Fig. 1: run 1, cell placement
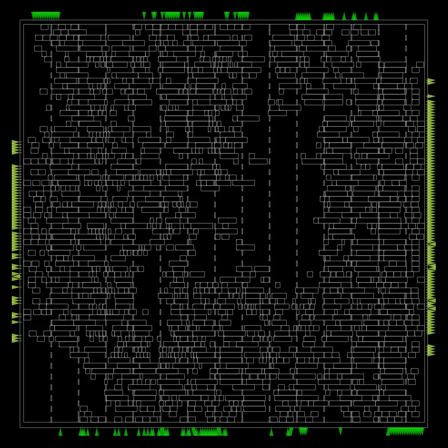
Fig. 2: run 1, clock wires, drivers and flops
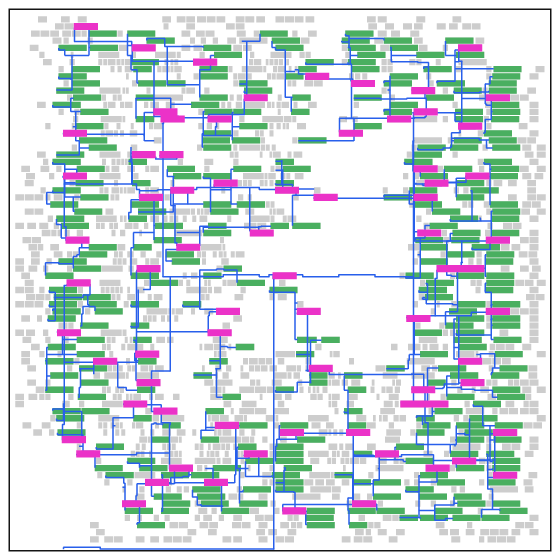
Fig. 3: run 1, wiring heat map
Scale bar: 50 um. 21 x 21 tiles, from dark purple (low) to yellow (high), scaled to the fullest tile. Values are wire area over tile area, all layers added.
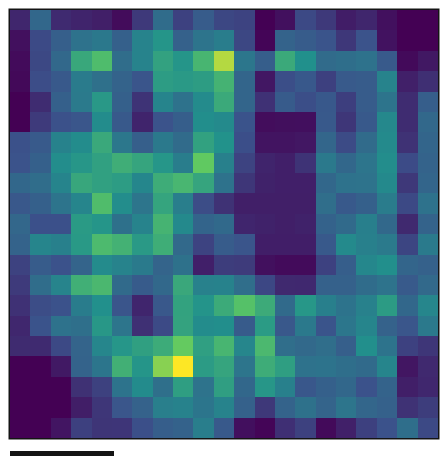
Fig. 4: run 1, register map, names as in the netlist
Other sequential cells in the stronger gray, the rest of the logic in the fainter gray.
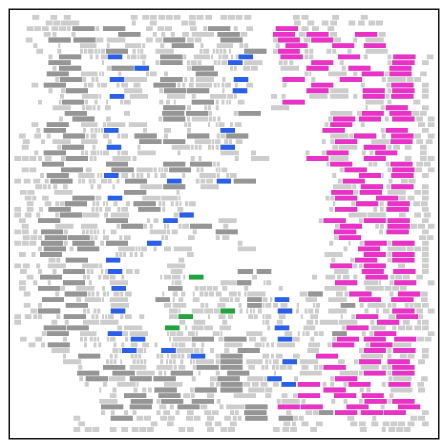
==> config.mk <==
export PLATFORM = sky130hd
export DESIGN_NAME = bscan_local_mux
export DESIGN_NICKNAME = d
export VERILOG_FILES = /design/src/rtl/bscan_local_mux.sv
export SDC_FILE = /design/constraint.sdc
export NUM_CORES = 1
export LEC_CHECK = 0
export CORE_MARGIN = 1.5
export CORE_UTILIZATION = 34
export CTS_BUF_LIST = sky130_fd_sc_hd__clkbuf_16
export CTS_CLUSTER_DIAMETER = 30
export DETAILED_ROUTE_END_ITERATION = 16
export PLACE_DENSITY_LB_ADDON = 0.2
export SLEW_MARGIN = 15
export SYNTH_ARGS = -nofsm -noshare
export SYNTH_HDL_FRONTEND = slang
export SYNTH_SLANG_ARGS = --single-unit
export TNS_END_PERCENT = 10
==> constraint.sdc <==
create_clock -name CLK -period 7.9 [get_ports CLK]
set_input_delay 1.58 -clock CLK [delete_from_list [all_inputs] [get_ports CLK]]
set_output_delay 1.58 -clock CLK [all_outputs]
set_load 0.05 [all_outputs]
==> run notes <==
Physical design

After routing the design area is 0.0200 mm2. Per the timing report, the achievable frequency comes out to 219 MHz. The hold path depth stands at 2. The data required time at the worst endpoint stands at 6.32 ns. The run finished with clean final reports. Per the CTS log, the root buffer master is sky130_fd_sc_hd__clkbuf_16. Summed over all nets, the half-perimeter wirelength after detailed placement is 26.4 mm.

The buffers inserted during post-CTS setup optimization stands at 0. In the layout the commonest cells are sky130_fd_sc_hd__clkdlybuf4s50_1, sky130_fd_sc_hd__and2_1, sky130_fd_sc_hd__edfxtp_1. The data arrival time reported for the critical path is 2.99 ns. The internal portion of the total power is 4160 uW. The total wirelength of the detailed-routed design stands at 40.6 mm. IR analysis of the VDD net gives a maximum drop of 0.122 mV.

The count of unresolved DRC violations after routing stands at 0. At the pin with the least slew margin, the transition time is 1.09 ns. Global routing put the most usage on met2.

The number of warnings reported in the stage logs is 29. The clock slew seen by the registers of the worst setup and hold paths stands at 0.04 ns. Synthesis handed over a netlist of 1,122 instances. The cell resize tally after clock tree synthesis stands at 0. The global routing usage on met3 stands at 0.0456. For this run, the detailed router reports a per-instance via density of 4.95. The first detailed-routing pass took 5 iterations. The count of antenna-violating nets left after detailed routing stands at 0.

Setup repair after global routing left no endpoint under its margin. During synthesis, Yosys emitted a total of 0 warnings. The initial antenna violation count is 1. The violation tally recorded at the end of detailed-routing iteration 0 is 720. The synth_stat.txt file lists the number of cells as 1,122. The count of endpoints failing hold in the final timing report stands at 0.

For this run, global-route usage on met2 was measured as 0.298. The setup slack of the worst register-to-register path stands at 5.61 ns. CTS built an H-tree with a depth of 3. The number of nets in the finished design stands at 1,562. The die outline height stands at 206 um. The synthesized area divided by synthesized cell count stands at 12.5 um2. The final-report setup violation count stands at 0. The leakage component of the power was reported as 0.00732 uW. Per the timing report, the biggest fanout along the worst path comes to 2. The power consumption stands at 5490 uW. The worst setup path is of the primary input to primary output kind. The switching power stands at 1330 uW. The area after detailed placement stands at 0.0175 mm2.

The global-route wire length before repair stands at 59.8 mm. The maximum number of pins on one net before global-route repair stands at 59. The sequential share of the synthesized area stands at 0.620. The minimum period implied by the final worst setup slack stands at 4.57 ns. STA classifies the critical path startpoint as a primary input. The register bit count reported by yosys stands at 307. After clock tree synthesis, the flow added hold-fix buffers numbering 0.

The power report attributes to the combinational group a share of 0.103. The clock net in this run drives a total of 307 sinks. The number of enable-type register cells in the synthesized netlist stands at 256.

In this run the tightest slew margin relative to its limit is 0.271. At the floorplan stage, the core utilization is reported as 0.344. The synthesized netlist contains 44 unique library cells.
## Picture notes: Fig. 1
number of core rows: 74
FFs & Latches: 307

## Picture notes: Fig. 2
[green] flip-flops | count: 307
[blue] clock wires | length: 4,690 um
[magenta] clock-net drivers | count: 73
routed clock nets: 74
Clk pwr share: 0.544
clock-net power: 2990 uW
insertion delay at the late pin of the worst-skew pair: 0.56 ns
Clock Skews: 0.0270 ns

## Picture notes: Fig. 3
mean over tiles: 0.15
fullest tile: 0.48
nearly empty tiles: 4.3%
vias: 9,945
detailed-route wire length per cell: 20.2 um

## Picture notes: Fig. 4
| color | name in the netlist | sequential cells |
|---|---|---|
| green | tx_full | 4 |
| blue | sr | 35 |
| magenta | rx_data | 128 |
not colored: 140
register fraction of the total cell area: 0.435
power drawn by the sequential cells: 1940 uW
Register Area: 0.00871 mm2
final core utilization: 0.490

-- run 1: synth_stat cells (all sizes together) (23+ instances only) --
cell	count	share of area
nand2	65	0.017
edfxtp	256	0.55
buf	23	0.0088
o31a	28	0.017
a21oi	87	0.034
nand3	63	0.022
clkbuf	62	0.017
and2	263	0.12
mux2i	45	0.032
mux4	32	0.051
dfxtp	51	0.073
o21ai	69	0.025
-- run 1: final cells by class --
class / count / area (um2)
Clock inverter: 55 / 561
Antenna cell: 4 / 10.0
Fill cell: 3594 / 20800
Inverter: 13 / 48.8
Sequential cell: 307 / 8710
Multi-Input combinational cell: 717 / 5080
Tap cell: 532 / 666
Clock buffer: 77 / 1930
Timing Repair Buffer: 304 / 3010
-- run 1: routing by layer --
metal | vias to the layer above | routed length (um)
li1 | 4690 | -
met4 | 0 | 745
met2 | 411 | 18600
met3 | 54 | 2810
met5 | - | 0
met1 | 4790 | 18400
-- run 1: power groups by stage --
| stage | registers [uW] | logic [uW] | clock network [uW] |
|---|---|---|---|
| finish | 1940 | 568 | 2990 |
| global route | 1950 | 608 | 3130 |
| CTS | 1940 | 570 | 3040 |
| detailed placement | 1970 | 569 | 0 |
| global placement | 1960 | 562 | 0 |
| floorplan | 2030 | 251 | 0 |
-- run 1: worst max-delay path, cell delays in order --
cell,delay [ns]
sky130_fd_sc_hd__clkdlybuf4s50_1,0.49
sky130_fd_sc_hd__and2_1,0.13
sky130_fd_sc_hd__clkdlybuf4s50_1,0.79
-- run 1: metrics by stage --
stage / hold slack (ns) / setup slack (ns) / cells
floorplan: 0.479 / 3.08 / 1122
global placement: 0.467 / 3.35 / 1870
detailed placement: 0.497 / 3.34 / 1871
CTS: 0.508 / 3.33 / 2003
global route: 0.548 / 3.28 / 2006
finish: 0.501 / 3.33 / 2009
-- run 1: kinds of logic after synthesis --
family          synth area share
compound gates            0.0900
fa+ha+maj                0.00356
buf+inv                   0.0289
flops                      0.620
mux                       0.0842
simple gates               0.173
Power and IR drop assume default switching activity.
